File: src/rtl/counter_updown_if.sv
// Control/status bundle for counter_updown.
// Master drives the commands, slave (the counter) returns the count and flags.
interface counter_updown_if #(
  parameter int WIDTH = 4
);
  logic [WIDTH-1:0] d;
  logic             load;
  logic             enable;
  logic             up;
  logic             clear;
  logic [WIDTH-1:0] q;
  logic             at_min;
  logic             at_max;
  logic             carry;
  logic             ovf;

  modport master (
    output d, load, enable, up, clear,
    input  q, at_min, at_max, carry, ovf
  );

  modport slave (
    input  d, load, enable, up, clear,
    output q, at_min, at_max, carry, ovf
  );
endinterface

File: src/rtl/counter_updown.sv
// Up/down counter over [MIN, MAX] with step, wrap/saturate,
// load clamp, one-cycle carry pulse and sticky overflow.
module counter_updown #(
  parameter int WIDTH = 4,
  parameter int MIN   = 0,
  parameter int MAX   = 12,
  parameter int STEP  = 1,
  parameter int WRAP  = 1
) (
  input  logic i_clk,
  input  logic i_rst_n,
  counter_updown_if.slave bus
);
  localparam int W2 = WIDTH + 2;
  localparam int R  = MAX - MIN + 1;

  localparam logic [W2-1:0] P_MIN  = W2'(MIN);
  localparam logic [W2-1:0] P_MAX  = W2'(MAX);
  localparam logic [W2-1:0] P_STEP = W2'(STEP);
  localparam logic [W2-1:0] P_R    = W2'(R);

  localparam logic [WIDTH-1:0] L_MIN = WIDTH'(MIN);
  localparam logic [WIDTH-1:0] L_MAX = WIDTH'(MAX);

  logic [WIDTH-1:0] r_q;
  logic             r_carry;
  logic             r_ovf;

  logic [WIDTH-1:0] w_q_nxt;
  logic             w_carry_nxt;
  logic             w_ovf_nxt;

  logic [W2-1:0] w_ext;
  logic [W2-1:0] w_d;
  logic [W2-1:0] w_sum;
  logic [W2-1:0] w_dif;
  logic [W2-1:0] w_up_wrap;
  logic [W2-1:0] w_dn_wrap;
  logic          w_over;
  logic          w_under;

  // Two guard bits keep the sum unsigned-exact and the difference signed.
  assign w_ext     = {2'b00, r_q};
  assign w_d       = {2'b00, bus.d};
  assign w_sum     = w_ext + P_STEP;
  assign w_dif     = w_ext - P_STEP;
  assign w_up_wrap = w_sum - P_R;
  assign w_dn_wrap = w_dif + P_R;
  assign w_over    = (w_sum > P_MAX);
  assign w_under   = ($signed(w_dif) < $signed(P_MIN));

  always_comb begin
    w_q_nxt     = r_q;
    w_carry_nxt = 1'b0;
    if (bus.clear) begin
      w_q_nxt = L_MIN;
    end else if (bus.load) begin
      if (w_d > P_MAX)
        w_q_nxt = L_MAX;
      else if (w_d < P_MIN)
        w_q_nxt = L_MIN;
      else
        w_q_nxt = bus.d;
    end else if (bus.enable) begin
      if (bus.up) begin
        if (w_over) begin
          w_carry_nxt = 1'b1;
          w_q_nxt = (WRAP != 0) ? w_up_wrap[WIDTH-1:0] : L_MAX;
        end else begin
          w_q_nxt = w_sum[WIDTH-1:0];
        end
      end else begin
        if (w_under) begin
          w_carry_nxt = 1'b1;
          w_q_nxt = (WRAP != 0) ? w_dn_wrap[WIDTH-1:0] : L_MIN;
        end else begin
          w_q_nxt = w_dif[WIDTH-1:0];
        end
      end
    end
  end

  assign w_ovf_nxt = bus.clear ? 1'b0 : (r_ovf | w_carry_nxt);

  always_ff @(posedge i_clk or negedge i_rst_n) begin
    if (!i_rst_n) begin
      r_q     <= L_MIN;
      r_carry <= 1'b0;
      r_ovf   <= 1'b0;
    end else begin
      r_q     <= w_q_nxt;
      r_carry <= w_carry_nxt;
      r_ovf   <= w_ovf_nxt;
    end
  end

  assign bus.q      = r_q;
  assign bus.carry  = r_carry;
  assign bus.ovf    = r_ovf;
  assign bus.at_min = (r_q == L_MIN);
  assign bus.at_max = (r_q == L_MAX);
endmodule

File: src/flat_wrapper.sv
// flat-port wrapper written by rule: the top's interface ports become plain ports
module counter_updown_flat 
#(
  parameter int WIDTH = 4,
  parameter int MIN   = 0,
  parameter int MAX   = 12,
  parameter int STEP  = 1,
  parameter int WRAP  = 1
)
  (i_clk, i_rst_n, bus_d, bus_load, bus_enable, bus_up, bus_clear, bus_q, bus_at_min, bus_at_max, bus_carry, bus_ovf);
  counter_updown_if #(.WIDTH(WIDTH)) bus_i ();
  input  logic i_clk;
  input  logic i_rst_n;
  input wire logic [$bits(bus_i.d)-1:0] bus_d;
  input wire logic [$bits(bus_i.load)-1:0] bus_load;
  input wire logic [$bits(bus_i.enable)-1:0] bus_enable;
  input wire logic [$bits(bus_i.up)-1:0] bus_up;
  input wire logic [$bits(bus_i.clear)-1:0] bus_clear;
  output wire logic [$bits(bus_i.q)-1:0] bus_q;
  output wire logic [$bits(bus_i.at_min)-1:0] bus_at_min;
  output wire logic [$bits(bus_i.at_max)-1:0] bus_at_max;
  output wire logic [$bits(bus_i.carry)-1:0] bus_carry;
  output wire logic [$bits(bus_i.ovf)-1:0] bus_ovf;
  assign bus_i.d = bus_d;
  assign bus_i.load = bus_load;
  assign bus_i.enable = bus_enable;
  assign bus_i.up = bus_up;
  assign bus_i.clear = bus_clear;
  assign bus_q = bus_i.q;
  assign bus_at_min = bus_i.at_min;
  assign bus_at_max = bus_i.at_max;
  assign bus_carry = bus_i.carry;
  assign bus_ovf = bus_i.ovf;
  counter_updown #(.WIDTH(WIDTH), .MIN(MIN), .MAX(MAX), .STEP(STEP), .WRAP(WRAP)) u_core (.i_clk(i_clk), .i_rst_n(i_rst_n), .bus(bus_i));
endmodule
File: config.mk
export PLATFORM = sky130hd
export DESIGN_NAME = counter_updown_flat
export DESIGN_NICKNAME = d
export VERILOG_FILES = /design/src/rtl/counter_updown_if.sv /design/src/rtl/counter_updown.sv /design/src/flat_wrapper.sv
export SDC_FILE = /design/constraint.sdc
export NUM_CORES = 1
export LEC_CHECK = 0
export CAP_MARGIN = 20
export CORE_UTILIZATION = 35
export DETAILED_ROUTE_END_ITERATION = 7
export DONT_BUFFER_PORTS = 1
export GPL_TIMING_DRIVEN = 0
export PLACE_DENSITY = 0.57
export SLEW_MARGIN = 20
export SYNTH_ARGS = -nofsm -noshare
export SYNTH_HDL_FRONTEND = slang
export SYNTH_SLANG_ARGS = --single-unit
File: constraint.sdc
create_clock -name i_clk -period 2.8 [get_ports i_clk]
set_input_delay 0.42 -clock i_clk [delete_from_list [all_inputs] [get_ports i_clk]]
set_output_delay 0.42 -clock i_clk [all_outputs]
set_load 0.1 [all_outputs]
### Signal wires on met3, run 1

Drawn at 12 px/µm. Cells faint in the background.
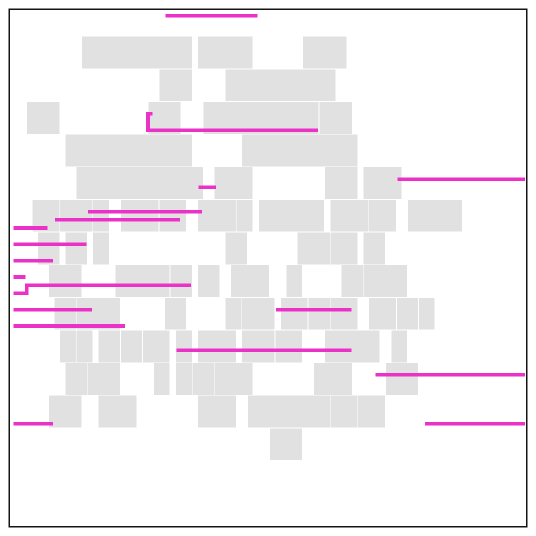
main direction = horizontal
share of all routed wire = 9.7%
longest straight run = 14.3 µm
nets with wire on the layer = 15
met3 Usage GRT: 7.660%
vias post-DR: 585
detailed-route wire length: 1440 µm

### Clock routing, run 1

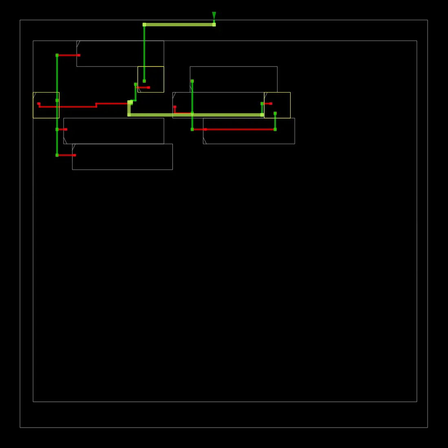
registers: 6
clk pwr: 0.0763 mW

==> qor.csv, run 1 <==
stage,metric,value,unit
worst_setup_path,cp_max_fo,7,
worst_setup_path,crit_startpoint,u_core.bus.q[0],
routing,drt_drc_violations_left,0,
global_route,grt_antenna_before_repair,0,
synth,synth_compound_gate_area_share,28.94,%
synth,synthCells,73,
floorplanning,floorplan.core_area,0.001541,mm²
worst_setup_path,crit_path_cell_trace,inv_2 -> ha_1 -> nor3b_4 -> nand2_2 -> o2111ai_2 -> xnor2_1 -> o31ai_1,
final_layout,layout.cells.most_common_list,"a21oi_1 (7), inv_1 (6), nor2_1 (4)",
global_route,grt_util_met2,25.15,%
worst_setup_path,r2r_slack,0.22,ns
pwr,combinationalPowerShare,33.9,%
flow_run,stage_log_warnings,28,
place,placedInstanceArea,619.3,µm²
global_route,pin_count_of_the_biggest_net_entering_global_routing,11,
synth,post_synth_instance_area,588.1,µm²
final_timing,grt_setup_unrepaired,false,
routing,drt_pass1_iterations,4,
synth,synthXorXnorAreaFrac,5.957,%
worst_setup_path,worst_ep_required_time,2.94,ns
final_layout,post_route_non_filler_standard_cell_count,94,
synth,synth.avg_cell_area,8.056,µm²
clocking,cts_resized,3,
final_timing,setup_total_negative_slack,0,ns
pwr,power_of_the_combinational_group,0.116,mW
synth,synth_seq_share,25.53,%
outcome,run_status,"finished, final reports clean",
place,port-buffer-count,0,
final_layout,register_area,160.2,µm²
final_timing,holdWs,0.2421,ns
final_layout,final_layout_size_suffix_gt1_share,23.08,%
routing,drt_iter0_drc,13,
synth,synth.area.mux_share,0,%
floorplanning,nWellTaps,16,
synth,synth_cell_types,34,
synth,yosysWarningCount,0,
final_timing,final.period_utilization,92.01,%
synth,synth.yosys.num_cells,73,
final_layout,number_of_clock_buffers_in_the_layout,3,
global_route,global_route.usage.total,16.58,%
synth,synth.area.top_cells,"dfrtp_1 (26%), ha_1 (6.4%), a21oi_1 (6.0%), inv_1 (4.5%), nor2b_1 (3.2%)",
final_timing,tightestPinTransition,1.099,ns
global_route,grt_most_used_layer,met2,
### Wire density map, run 1

Drawn at 6 px/µm. The die is cut into 9 by 9 equal tiles; dark purple is low, yellow is high, scaled to the fullest tile. Values are wire area over tile area, all layers added.
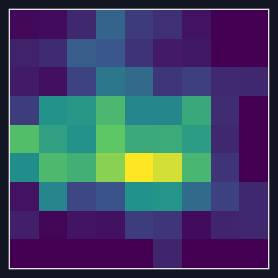
fullest tile = 0.51
tiles over half the peak = 24%
densest ninth of the die = middle
mean over tiles = 0.13

### I/O pins on the die edge, run 1

Drawn at 8 px/µm. Pins as bars across the die edge, other pins in gray.
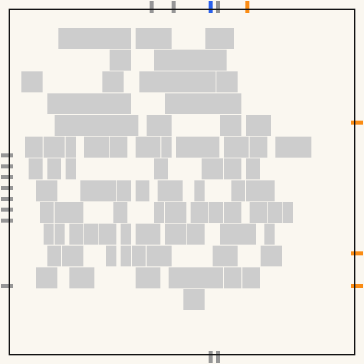
blue -> `i_rst_n`  # pins 1, direction input, edge top
orange -> `bus_q`  # pins 4, direction output, edge 3 right, 1 top
all pins by edge = 8 left, 5 top, 3 right, 2 bottom

==> inputs of run 2 (changes only) <==
--- a/config.mk
+++ b/config.mk
@@ -7,10 +7,12 @@
 export LEC_CHECK = 0
 export CAP_MARGIN = 20
 export CORE_UTILIZATION = 35
+export CTS_CLUSTER_DIAMETER = 50
 export DETAILED_ROUTE_END_ITERATION = 7
 export DONT_BUFFER_PORTS = 1
 export GPL_TIMING_DRIVEN = 0
 export PLACE_DENSITY = 0.57
+export SKIP_LAST_GASP = 1
 export SLEW_MARGIN = 20
 export SYNTH_ARGS = -nofsm -noshare
 export SYNTH_HDL_FRONTEND = slang
==> qor.csv, run 2 <==
stage,metric,value,unit,change
outcome,run_status,"finished, final reports clean",,
synth,synth_cell_types,34,,unchanged
routing,num_vias,585,,unchanged
final_layout,final_layout_size_suffix_gt1_share,23.08,%,unchanged
synth,synth_seq_share,25.53,%,unchanged
final_layout,registers,6,,unchanged
final_timing,grt_setup_unrepaired,false,,
global_route,grt_antenna_before_repair,0,,unchanged
worst_setup_path,r2r_slack,0.22,ns,about the same
synth,yosysWarningCount,0,,unchanged
synth,synth.area.top_cells,"dfrtp_1 (26%), ha_1 (6.4%), a21oi_1 (6.0%), inv_1 (4.5%), nor2b_1 (3.2%)",,
global_route,gr-usage-met3,7.660,%,unchanged
worst_setup_path,worst_ep_required_time,2.94,ns,about the same
global_route,grt_most_used_layer,met2,,
floorplanning,nWellTaps,16,,unchanged
final_layout,layout.cells.most_common_list,"a21oi_1 (7), inv_1 (6), nor2_1 (4)",,
routing,drt_pass1_iterations,4,,unchanged
synth,post_synth_instance_area,588.1,µm²,unchanged
pwr,clk_pwr,0.0763,mW,about the same
place,port-buffer-count,0,,unchanged
final_timing,final.period_utilization,92.01,%,unchanged
clocking,cts_resized,3,,unchanged
### Clock routing, run 2

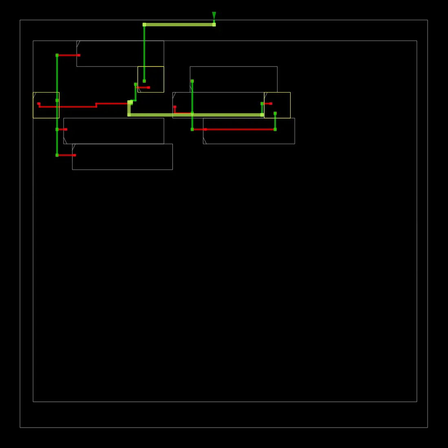
clock sink total: 6
number of clock buffers in the layout: 3

### Signal wires on met3, run 2

Drawn at 12 px/µm. Cells faint in the background.
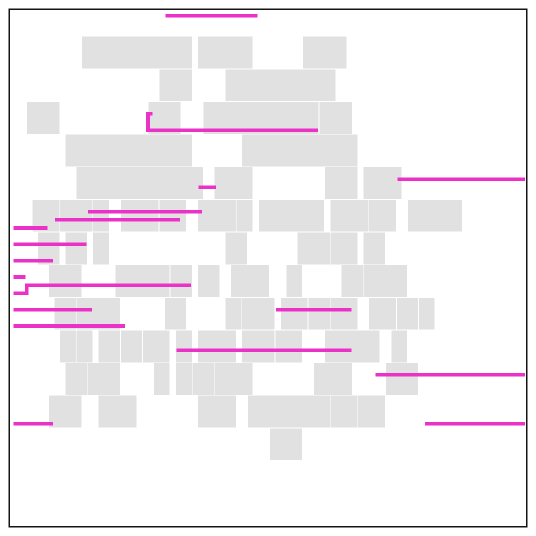
wire length on this layer = 140 µm
share of all routed wire = 9.7%
longest straight run = 14.3 µm
nets with wire on the layer = 15

### Placed cells, one color a class, run 2

Drawn at 12 px/µm.
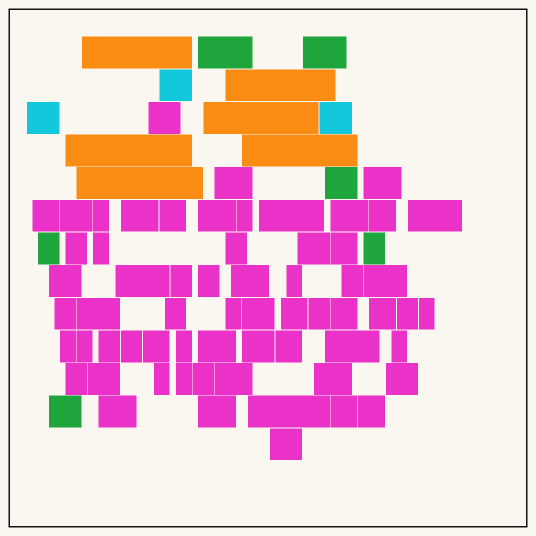
cyan -> cells driving clock nets  # cells 3, share of their area 3.4%
green -> other buffers and delay cells  # cells 6, share of their area 7.2%
orange -> flip-flops  # cells 6, share of their area 24%
magenta -> all other logic  # cells 63, share of their area 65%
Site Rows: 14
standard cell core area: 0.001541 mm²
sequential share of cell area: 23.40%

Power is estimated from default activity; no workload was simulated.
